**config.mk**
```make
export PLATFORM = sky130hd
export DESIGN_NAME = fetch_queue
export DESIGN_NICKNAME = d
export VERILOG_FILES = /design/src/rtl/fetch_queue.sv
export SDC_FILE = /design/constraint.sdc
export NUM_CORES = 1
export LEC_CHECK = 0
export ABC_AREA = 1
export CAP_MARGIN = 20
export CORE_UTILIZATION = 57
export CTS_BUF_LIST = sky130_fd_sc_hd__clkbuf_4
export CTS_CLUSTER_DIAMETER = 80
export DETAILED_ROUTE_END_ITERATION = 6
export PLACE_DENSITY = 0.95
export SYNTH_ARGS = -nofsm -noshare
export SYNTH_HDL_FRONTEND = slang
export SYNTH_SLANG_ARGS = --single-unit
```
**constraint.sdc**
```tcl
create_clock -name CLK -period 11.6 [get_ports CLK]
set_input_delay 1.74 -clock CLK [delete_from_list [all_inputs] [get_ports CLK]]
set_output_delay 1.74 -clock CLK [all_outputs]
set_load 0.005 [all_outputs]
```
**src/rtl/fetch_queue.sv**
```systemverilog
`default_nettype none
// ============================================================================
// Module   : fetch_queue
// Desc     : Fetch PC generator feeding a DEPTH-entry prefetch FIFO; optional
//            direct-mapped BTB enabled by defining FQ_BTB_EN.
// Revision : 1.0 - initial release
// ============================================================================
module fetch_queue #(
    parameter int ADDR_W      = 32,
    parameter int DATA_W      = 32,
    parameter int DEPTH       = 4,
    parameter int BTB_ENTRIES = 16
) (
    input  logic                       CLK,
    input  logic                       Reset,
    input  logic [ADDR_W-1:0]          startPC,
    output logic [ADDR_W-1:0]          imem_addr,
    input  logic [DATA_W-1:0]          imem_data,
    input  logic                       redirect,
    input  logic [ADDR_W-1:0]          redirect_pc,
    input  logic                       deq_ready,
    output logic                       deq_valid,
    output logic [DATA_W-1:0]          deq_instr,
    output logic [ADDR_W-1:0]          deq_pcplus4,
    output logic                       deq_pred_taken,
    output logic [$clog2(DEPTH):0]     count,
    input  logic                       btb_wr,
    input  logic [ADDR_W-1:0]          btb_wr_pc,
    input  logic [ADDR_W-1:0]          btb_wr_target,
    input  logic                       btb_wr_taken
);

    localparam int c_ptr_w = $clog2(DEPTH);
    localparam int c_cnt_w = c_ptr_w + 1;
    localparam logic [c_cnt_w-1:0] c_full    = c_cnt_w'(DEPTH);
    localparam logic [c_cnt_w-1:0] c_cnt_one = c_cnt_w'(1);
    localparam logic [c_ptr_w-1:0] c_ptr_one = c_ptr_w'(1);
    localparam logic [ADDR_W-1:0]  c_four    = ADDR_W'(4);

    logic [ADDR_W-1:0]  r_pc;
    logic [c_ptr_w-1:0] r_rd_ptr;
    logic [c_ptr_w-1:0] r_wr_ptr;
    logic [c_cnt_w-1:0] r_count;
    logic [DATA_W-1:0]  r_instr [DEPTH];
    logic [ADDR_W-1:0]  r_pcp4  [DEPTH];

    logic               w_deq;
    logic               w_enq;
    logic               w_hit;
    logic [ADDR_W-1:0]  w_pcp4;
    logic [ADDR_W-1:0]  w_next_pc;

    assign imem_addr   = r_pc;
    assign deq_valid   = (r_count != '0);
    assign count       = r_count;
    assign deq_instr   = r_instr[r_rd_ptr];
    assign deq_pcplus4 = r_pcp4[r_rd_ptr];

    assign w_deq  = deq_valid && deq_ready;
    assign w_enq  = !redirect && ((r_count != c_full) || w_deq);
    assign w_pcp4 = r_pc + c_four;

`ifdef FQ_BTB_EN
    localparam int c_idx_w = $clog2(BTB_ENTRIES);
    localparam int c_tag_w = ADDR_W - c_idx_w - 2;

    logic [BTB_ENTRIES-1:0] r_btb_valid;
    logic [c_tag_w-1:0]     r_btb_tag    [BTB_ENTRIES];
    logic [ADDR_W-1:0]      r_btb_target [BTB_ENTRIES];
    logic                   r_pred       [DEPTH];

    logic [c_idx_w-1:0]     w_lk_idx;
    logic [c_idx_w-1:0]     w_wr_idx;
    logic [c_tag_w-1:0]     w_wr_tag;
    logic                   w_unused_lsb;

    assign w_lk_idx     = r_pc[c_idx_w+1:2];
    assign w_wr_idx     = btb_wr_pc[c_idx_w+1:2];
    assign w_wr_tag     = btb_wr_pc[ADDR_W-1:c_idx_w+2];
    assign w_unused_lsb = ^btb_wr_pc[1:0];
    assign w_hit        = r_btb_valid[w_lk_idx] &&
                          (r_btb_tag[w_lk_idx] == r_pc[ADDR_W-1:c_idx_w+2]);
    assign w_next_pc    = w_hit ? r_btb_target[w_lk_idx] : w_pcp4;
    // Gate with valid so stale storage never shows a prediction.
    assign deq_pred_taken = deq_valid && r_pred[r_rd_ptr];

    // Updates land regardless of redirect; lookup this cycle sees old contents.
    always_ff @(posedge CLK) begin
        if (Reset) begin
            r_btb_valid <= '0;
        end else if (btb_wr) begin
            if (btb_wr_taken) begin
                r_btb_valid[w_wr_idx]  <= 1'b1;
                r_btb_tag[w_wr_idx]    <= w_wr_tag;
                r_btb_target[w_wr_idx] <= btb_wr_target;
            end else if (r_btb_tag[w_wr_idx] == w_wr_tag) begin
                r_btb_valid[w_wr_idx]  <= 1'b0;
            end
        end
    end

    always_ff @(posedge CLK) begin
        if (w_enq) begin
            r_pred[r_wr_ptr] <= w_hit;
        end
    end
`else
    logic w_unused_btb;

    assign w_unused_btb   = ^{btb_wr, btb_wr_pc, btb_wr_target, btb_wr_taken};
    assign w_hit          = 1'b0;
    assign w_next_pc      = w_pcp4;
    assign deq_pred_taken = 1'b0;
`endif

    always_ff @(posedge CLK) begin
        if (w_enq) begin
            r_instr[r_wr_ptr] <= imem_data;
            r_pcp4[r_wr_ptr]  <= w_pcp4;
        end
    end

    // Reset outranks redirect, which outranks enq/deq.
    always_ff @(posedge CLK) begin
        if (Reset) begin
            r_pc     <= startPC;
            r_rd_ptr <= '0;
            r_wr_ptr <= '0;
            r_count  <= '0;
        end else if (redirect) begin
            r_pc     <= redirect_pc;
            r_rd_ptr <= '0;
            r_wr_ptr <= '0;
            r_count  <= '0;
        end else begin
            if (w_enq) begin
                r_pc     <= w_next_pc;
                r_wr_ptr <= r_wr_ptr + c_ptr_one;
            end
            if (w_deq) begin
                r_rd_ptr <= r_rd_ptr + c_ptr_one;
            end
            case ({w_enq, w_deq})
                2'b10:   r_count <= r_count + c_cnt_one;
                2'b01:   r_count <= r_count - c_cnt_one;
                default: r_count <= r_count;
            endcase
        end
    end

endmodule
`default_nettype wire

```
==> out/qor.log <==
[status] status finished, final reports clean
[floorplanning] die span in y 151 µm
[placed_design] post-detailed-placement half-perimeter wirelength 16.5 mm
[min_path] Worst Hold Class flop to flop
[setup_path] worst endpoint required time 9860 ps
[global_routing] via count of the first global-routing pass 8737
[detailed_routing] iteration-0 DRC count of the detailed router 528
[logic_synthesis] register bit count reported by yosys 297
[layout] final cell count without fillers 1639
[final_timing] setup violation total in the final timing report 0
[layout] filler cell count 1479
[final_timing] Least-Margin Pin Slew 1050 ps
[layout] most frequently placed logic cells in the final layout 288 x edfxtp_1, 199 x clkdlybuf4s50_1, 179 x nand2_1
[power_and_ir_drop] Clock power frac 0.338
[setup_path] depth of the worst register-to-register path 5
[power_and_ir_drop] power density relative to cell area 145 nW/µm²
[logic_synthesis] mean instance size in the synthesized netlist 11.6 µm²
[power_and_ir_drop] leakage power total 5.81 nW
[layout] ClkCell Share 0.0516
[global_routing] routing layer with the top usage in global route met2
[global_routing] met1 global-route usage 0.286
[setup_path] kind of end point of the critical path primary output
[logic_synthesis] cell count after synthesis 1086
[layout] Non-Clock Buffer Area Fraction 0.134
[clock_network] CTS resizes 0
[logic_synthesis] mux share 0
[layout] logic share of the area 0.210
[layout] largest contributor to cell area by class flip-flops and latches
[setup_path] slowest stage cell, crit path buf_4
[logic_synthesis] Simple-Gate Area Share 0.146
[placed_design] Placement Setup Slack 7130 ps
[power_and_ir_drop] combinational power share 0.105
[logic_synthesis] adder-cell share of the synthesized area 0.00655
[min_path] worst hold path stage count 2
[floorplanning] initial cell density of the core 0.579
[detailed_routing] Detail Route Antenna Nets 0
[layout] number of sequential storage elements 297
[logic_synthesis] Top-area cell share 0.686
[placed_design] placed cell count 1518
[min_path] startpoint of the tightest hold check path r_rd_ptr[1]
[final_timing] final-layout worst hold slack 462 ps
[final_timing] post-layout min period 5060 ps
[detailed_routing] # DRC 0
[clock_network] Max Buffers Root-to-Sink 3
[layout] register area 8830 µm²
[logic_synthesis] area reported by Yosys stat 12600 µm²
[detailed_routing] router iterations before antenna repair 5
power groups by stage:
stage	sequential, mW	combinational, mW	clock (mW)
2_1_floorplan	1.28	0.0981	0
3_3_place_gp	1.28	0.228	0
3_5_place_dp	1.28	0.236	0
4_1_cts	1.26	0.237	0.781
5_1_grt	1.27	0.258	0.832
6_report	1.26	0.237	0.765
worst max-delay path by stage:
stage,startpoint,endpoint,cells after the start
after floorplan,redirect,r_instr[0][0],4
after global placement,flop,deq_pcplus4[19],5
after detailed placement,flop,deq_pcplus4[19],5
after CTS,flop,deq_pcplus4[19],5
after global routing,flop,deq_pcplus4[28],5
final,flop,deq_pcplus4[28],5
zoom.png
Region (60, 60) to (90, 90) µm. Cells in grey, sequential cells in the stronger grey; small squares are vias.
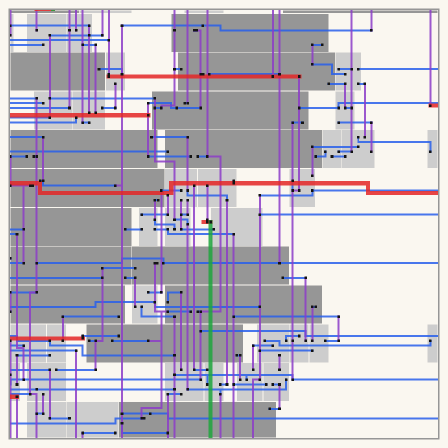
layer	colour
met2	purple
met3	red
met4	green
met1	blue
netlist names of flops here include	r_pcp4 (14)
sequential cells in the window	14
most frequent	edfxtp_1 (14), nor2_1 (8), o21ai_0 (7)
cells with their middle in the window	42

metal_stack.png
(2 px per µm) Two of the layers only.
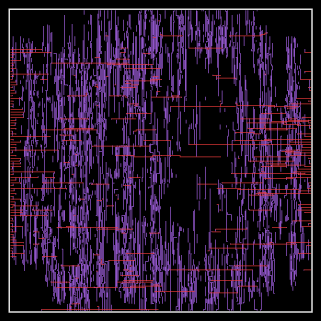
layer	colour	wire length
met2	purple	14200 µm
met3	red	2180 µm
all-layer global routing usage: 0.245
routed wire length per instance: 17.0 µm
final wirelength: 27.9 mm
via total after detailed routing: 9045

gate_families.png
(2 px per µm)
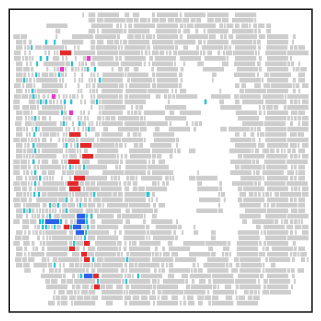
family	colour	cells	most used
adder and majority cells	blue	6	ha_1
AND and OR gates	magenta	4	and2_1
XOR/XNOR gates	red	15	xor2_2
inverters	cyan	71	inv_1

wire_density.png
(2 px per µm) The die is cut into 30 by 30 equal tiles; dark purple is low, yellow is high, scaled to the fullest tile. Values are wire area over tile area, all layers added.
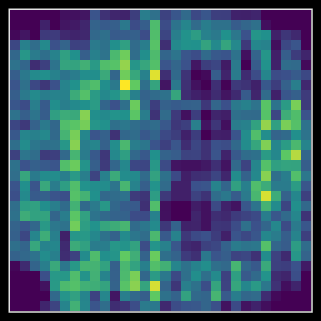
mean over tiles	0.20
fullest tile	0.58
nearly empty tiles	6.0%
emptiest ninth of the die	upper right
tiles over half the peak	21%

Power is estimated from default activity; no workload was simulated.
